`src/rtl/sdram_arbiter.sv`:
```
// ---------------------------------------------------------------------------
// sdram_arbiter
//   Two-port round-robin arbiter in front of the SDRAM controller host port.
//   One command is in flight at a time. The grant is held until the
//   controller has finished the command, and read data is routed back to the
//   requester that owns the command.
//
//   Parameters
//     ADDR_WIDTH  host address width
//     DATA_WIDTH  host data width
//
//   Ports
//     clk, rst                    clock, synchronous active-high reset
//     mN_wr / mN_rd               requester N command requests (held to ack)
//     mN_addr / mN_wdata          requester N address and write data
//     mN_ack                      one-cycle pulse: command accepted
//     mN_rdata / mN_rvalid        read data return to requester N
//     sd_wr_enable/sd_rd_enable   command strobes to the controller
//     sd_addr / sd_wr_data        latched command address / write data
//     sd_rd_data / sd_rd_ready    controller read data and its valid pulse
//     sd_busy                     controller busy
//     err                         watchdog pulse
//
//   Optional feature: define ARB_WATCHDOG_EN to abort a command that the
//   controller never accepts (sd_busy low for 15 cycles in ISSUE). Without
//   it ISSUE waits indefinitely and err stays 0.
// ---------------------------------------------------------------------------
module sdram_arbiter #(
  parameter int ADDR_WIDTH = 24,
  parameter int DATA_WIDTH = 16
) (
  input  logic                  clk,
  input  logic                  rst,
  input  logic                  m0_wr,
  input  logic                  m0_rd,
  input  logic [ADDR_WIDTH-1:0] m0_addr,
  input  logic [DATA_WIDTH-1:0] m0_wdata,
  output logic                  m0_ack,
  output logic [DATA_WIDTH-1:0] m0_rdata,
  output logic                  m0_rvalid,
  input  logic                  m1_wr,
  input  logic                  m1_rd,
  input  logic [ADDR_WIDTH-1:0] m1_addr,
  input  logic [DATA_WIDTH-1:0] m1_wdata,
  output logic                  m1_ack,
  output logic [DATA_WIDTH-1:0] m1_rdata,
  output logic                  m1_rvalid,
  output logic                  sd_wr_enable,
  output logic                  sd_rd_enable,
  output logic [ADDR_WIDTH-1:0] sd_addr,
  output logic [DATA_WIDTH-1:0] sd_wr_data,
  input  logic [DATA_WIDTH-1:0] sd_rd_data,
  input  logic                  sd_rd_ready,
  input  logic                  sd_busy,
  output logic                  err
);

  typedef enum logic [1:0] {
    IDLE  = 2'd0,
    ISSUE = 2'd1,
    BUSY  = 2'd2
  } state_t;

  state_t state_r, state_s;

  logic                  grant_r, grant_s;          // owner of the current command
  logic                  op_wr_r, op_wr_s;          // 1: write, 0: read
  logic                  last_grant_r, last_grant_s;
  logic                  rd_done_r, rd_done_s;      // read data already returned
  logic                  wr_en_s, rd_en_s;
  logic                  ack0_s, ack1_s;
  logic                  rv0_s, rv1_s;
  logic                  err_s;
  logic [ADDR_WIDTH-1:0] addr_s;
  logic [DATA_WIDTH-1:0] wdata_s;
  logic [DATA_WIDTH-1:0] rdata0_s, rdata1_s;
  logic                  req0_s, req1_s, pick_s;

`ifdef ARB_WATCHDOG_EN
  logic [3:0] wd_cnt_r, wd_cnt_s;
`endif

  assign req0_s = m0_wr | m0_rd;
  assign req1_s = m1_wr | m1_rd;

  // Round-robin winner: the other requester when both ask, else the only one.
  always_comb begin
    if (req0_s && req1_s) begin
      pick_s = ~last_grant_r;
    end else begin
      pick_s = req1_s;
    end
  end

  // Next-state and next-output logic; every output below is registered.
  always_comb begin
    state_s      = state_r;
    grant_s      = grant_r;
    op_wr_s      = op_wr_r;
    last_grant_s = last_grant_r;
    rd_done_s    = rd_done_r;
    addr_s       = sd_addr;
    wdata_s      = sd_wr_data;
    rdata0_s     = m0_rdata;
    rdata1_s     = m1_rdata;
    wr_en_s      = 1'b0;
    rd_en_s      = 1'b0;
    ack0_s       = 1'b0;
    ack1_s       = 1'b0;
    rv0_s        = 1'b0;
    rv1_s        = 1'b0;
    err_s        = 1'b0;
`ifdef ARB_WATCHDOG_EN
    wd_cnt_s     = wd_cnt_r;
`endif
    case (state_r)
      IDLE: begin
        if (req0_s || req1_s) begin
          grant_s   = pick_s;
          // Write wins over a simultaneous read; the read stays pending.
          op_wr_s   = pick_s ? m1_wr : m0_wr;
          addr_s    = pick_s ? m1_addr : m0_addr;
          wdata_s   = pick_s ? m1_wdata : m0_wdata;
          wr_en_s   = op_wr_s;
          rd_en_s   = ~op_wr_s;
          rd_done_s = 1'b0;
          state_s   = ISSUE;
`ifdef ARB_WATCHDOG_EN
          wd_cnt_s  = 4'd0;
`endif
        end else begin
          state_s = IDLE;
        end
      end
      ISSUE: begin
        if (sd_busy) begin
          // Controller took the command: drop the strobe, acknowledge owner.
          ack0_s       = ~grant_r;
          ack1_s       = grant_r;
          last_grant_s = grant_r;
          state_s      = BUSY;
          if (sd_rd_ready && !op_wr_r) begin
            rd_done_s = 1'b1;
            if (grant_r) begin
              rdata1_s = sd_rd_data;
              rv1_s    = 1'b1;
            end else begin
              rdata0_s = sd_rd_data;
              rv0_s    = 1'b1;
            end
          end else begin
            rd_done_s = rd_done_r;
          end
        end else begin
          wr_en_s = op_wr_r;
          rd_en_s = ~op_wr_r;
`ifdef ARB_WATCHDOG_EN
          // 15th consecutive idle cycle: abort without ack, pointer untouched.
          if (wd_cnt_r == 4'd14) begin
            wr_en_s = 1'b0;
            rd_en_s = 1'b0;
            err_s   = 1'b1;
            state_s = IDLE;
          end else begin
            wd_cnt_s = wd_cnt_r + 4'd1;
          end
`endif
        end
      end
      BUSY: begin
        if (sd_rd_ready && !op_wr_r) begin
          rd_done_s = 1'b1;
          if (grant_r) begin
            rdata1_s = sd_rd_data;
            rv1_s    = 1'b1;
          end else begin
            rdata0_s = sd_rd_data;
            rv0_s    = 1'b1;
          end
        end else begin
          rd_done_s = rd_done_r;
        end
        if (!sd_busy && (op_wr_r || rd_done_s)) begin
          state_s = IDLE;
        end else begin
          state_s = BUSY;
        end
      end
      default: begin
        state_s = IDLE;
      end
    endcase
  end

  // FSM state register.
  always_ff @(posedge clk) begin
    if (rst) begin
      state_r <= IDLE;
    end else begin
      state_r <= state_s;
    end
  end

  // Command context and registered outputs.
  always_ff @(posedge clk) begin
    if (rst) begin
      grant_r      <= 1'b0;
      op_wr_r      <= 1'b0;
      last_grant_r <= 1'b1;  // m0 wins the first contention after reset
      rd_done_r    <= 1'b0;
      sd_wr_enable <= 1'b0;
      sd_rd_enable <= 1'b0;
      sd_addr      <= {ADDR_WIDTH{1'b0}};
      sd_wr_data   <= {DATA_WIDTH{1'b0}};
      m0_ack       <= 1'b0;
      m1_ack       <= 1'b0;
      m0_rvalid    <= 1'b0;
      m1_rvalid    <= 1'b0;
      m0_rdata     <= {DATA_WIDTH{1'b0}};
      m1_rdata     <= {DATA_WIDTH{1'b0}};
      err          <= 1'b0;
    end else begin
      grant_r      <= grant_s;
      op_wr_r      <= op_wr_s;
      last_grant_r <= last_grant_s;
      rd_done_r    <= rd_done_s;
      sd_wr_enable <= wr_en_s;
      sd_rd_enable <= rd_en_s;
      sd_addr      <= addr_s;
      sd_wr_data   <= wdata_s;
      m0_ack       <= ack0_s;
      m1_ack       <= ack1_s;
      m0_rvalid    <= rv0_s;
      m1_rvalid    <= rv1_s;
      m0_rdata     <= rdata0_s;
      m1_rdata     <= rdata1_s;
      err          <= err_s;
    end
  end

`ifdef ARB_WATCHDOG_EN
  // Watchdog cycle counter for the ISSUE state.
  always_ff @(posedge clk) begin
    if (rst) begin
      wd_cnt_r <= 4'd0;
    end else begin
      wd_cnt_r <= wd_cnt_s;
    end
  end
`endif

endmodule

```
`config.mk`:
```
export PLATFORM = sky130hd
export DESIGN_NAME = sdram_arbiter
export DESIGN_NICKNAME = d
export VERILOG_FILES = /design/src/rtl/sdram_arbiter.sv
export SDC_FILE = /design/constraint.sdc
export NUM_CORES = 1
export LEC_CHECK = 0
export CAP_MARGIN = 10
export CORE_MARGIN = 2
export CORE_UTILIZATION = 39
export CTS_BUF_LIST = sky130_fd_sc_hd__clkbuf_8
export CTS_CLUSTER_SIZE = 25
export DETAILED_ROUTE_END_ITERATION = 10
export PLACE_DENSITY = 0.8
export SLEW_MARGIN = 20
export SYNTH_ARGS = -nofsm -noshare
export SYNTH_HDL_FRONTEND = slang
export SYNTH_SLANG_ARGS = --single-unit
```
`constraint.sdc`:
```
create_clock -name clk -period 1.65 [get_ports clk]
set_input_delay 0.33 -clock clk [delete_from_list [all_inputs] [get_ports clk]]
set_output_delay 0.33 -clock clk [all_outputs]
set_load 0.01 [all_outputs]
```
==> flow_summary_export.csv <==
group,metric,value,unit
status,outcome,"finished, violations left",
status,violations,"negative setup slack",
detailed_routing,wl_met3,953,microns
detailed_routing,vias_per_cell,4.981,
synth,synth_chip_area,0.003926,sq mm
setup_path,r2r_end,"m0_rdata[0]$_SDFFE_PP0P_",
finish,sh_comb_area,31.68,%
finish,buf_share,34.93,%
synth,yosysWarnings,0,
clocking,cts_sinks,84,
setup_path,crit_type,"reg2reg",
synth,xor_share,0,%
finish,nets,695,
clocking,cts_tree,"done",
finish,ff_count,84,
synth,ff_type,"dfxtp_1",
detailed_routing,drt-met1-wl,4365,microns
clocking,h-tree-depth,3,
detailed_routing,dr_total_vias,3606,
clocking,cts_buffers,9,
power,switching_share,35.02,%
place,port_buffers,181,
setup_path,cp_slowest_cell,"dfxtp_4",
place,dpl.hpwl,8084,microns
finish,area_growth_syn_to_layout,60.64,%
job,maxCapViolations,0,
synth,synthTopLogicFamily,"AND-OR/OR-AND gates",
synth,synthArstFlopShare,0,%
global_route,grt_max_degree,44,
setup_path,rr_worst_depth,7,
synth,syn_inst,394,
timing,hold_violations,0,
timing,setup_ws,-0.01190,ns
synth,synth.distinct_cells,37,
setup_path,cpPeakStageDelay,0.40,ns
timing,fmax,0.6017,GHz
setup_path,arrival,1.90,ns
synth,mux_share,8.445,%
clocking,cts_max_path_buffers,2,
timing,setup_viol,4,
floorplan,io_pins,183,
timing,fin_skew,0.009779,ns
floorplan,die-area,0.01089,sq mm
setup_path,crit_required,1.89,ns
setup_path,rrSetupSlack,-0.01,ns
place,gp_congestion,0.7853,
synth,top_area_cell,"dfxtp_1",
detailed_routing,dr.max_layer_used,"met5",
finish,drive_gt1_share,23.52,%
synth,ys_ff,84,
worst_hold_path,worstHoldPathCells,2,
floorplan,initCoreUtil,40.17,%
synth,yosys-top-cells-area,"dfxtp_1 (43%), a211oi_2 (12%), a21oi_2 (8.5%)",
worst_hold_path,min_to,"sd_rd_enable$_SDFF_PP0_",
detailed_routing,dr_wl_met2,5621,microns
clocking,root_buffer,"clkbuf_8",
detailed_routing,avgRoutedWirePerCell,15.39,microns
timing,maxSlewViolCount,0,
power,clock_power_share,20.4,%
power,total_power,8301,uW
timing,hold-worst-slack,0.2488,ns
finish,final_common_cell,"clkdlybuf4s50_1",
finish,fin_cells,724,
clocking,worstSkewPairLatency,0.35,ns
place,pre_cts_ws,-0.3885,ns
clocking,cts_resized,3,
power,p_clk,1690,uW
place,placedCellCount,703,
setup_path,end_kind,"flop",
timing,fin_crit,1.662,ns
global_route,antenna_found_initial,1,
power,power_density,1316,mW/mm^2
power,top_power_group,"combinational cells",
synth,floorplan.nets,503,
synth,yosysTopAreaCellShare,42.83,%
setup_path,crit_buf_inv,2,
setup_path,crit_chain,"inv_4 > ha_4 > mux2_4 > and3b_2 > buf_12 > mux2i_2 > nor2_1",
finish,regArea,0.001689,sq mm
clocking,cts_hold_buf,0,
synth,ys_sh_aoi,24.89,%
worst_hold_path,hold_class,"in2reg",
timing,min_period_over_period,100.7,%
clocking,postCtsSetupRepairBufs,1,
global_route,grt_use_met3,7.707,%
global_route,use_met1,21.59,%
detailed_routing,dr.pass1.iters,4,
setup_path,cp-startpoint,"state_r[1]$_SDFFE_PP0P_",
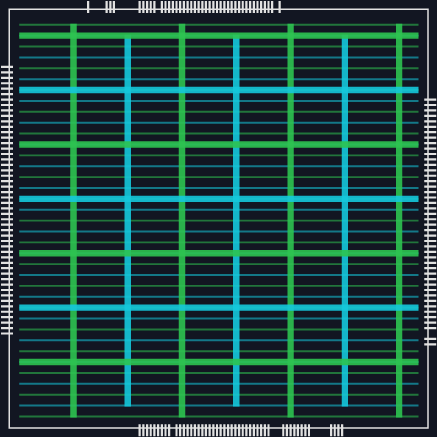
Fig. 1. PDN straps and rails.
Scale: 4 px per micron. Pins as bars on the die edge.
[green] VSS
[cyan] VDD
signal pins: 183
met5 straps: 7
core area: 0.009774 sq mm
Die Height: 104.3 microns
Die X: 104.3 microns
worst ir drop on vdd: 616.9 uV

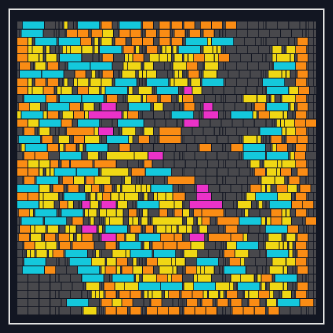
Fig. 2. Cells colored by class.
Scale: 3 px per micron. Fill, decap, tap and diode cells in gray.
[cyan] flops | cells: 84 | share of their area: 28%
[yellow] combinational and other logic | cells: 280 | share of their area: 33%
[magenta] clock drivers and dummy loads | cells: 16 | share of their area: 3.8%
[orange] other buffers and delay cells | cells: 211 | share of their area: 36%

Power is estimated from default activity; no workload was simulated.
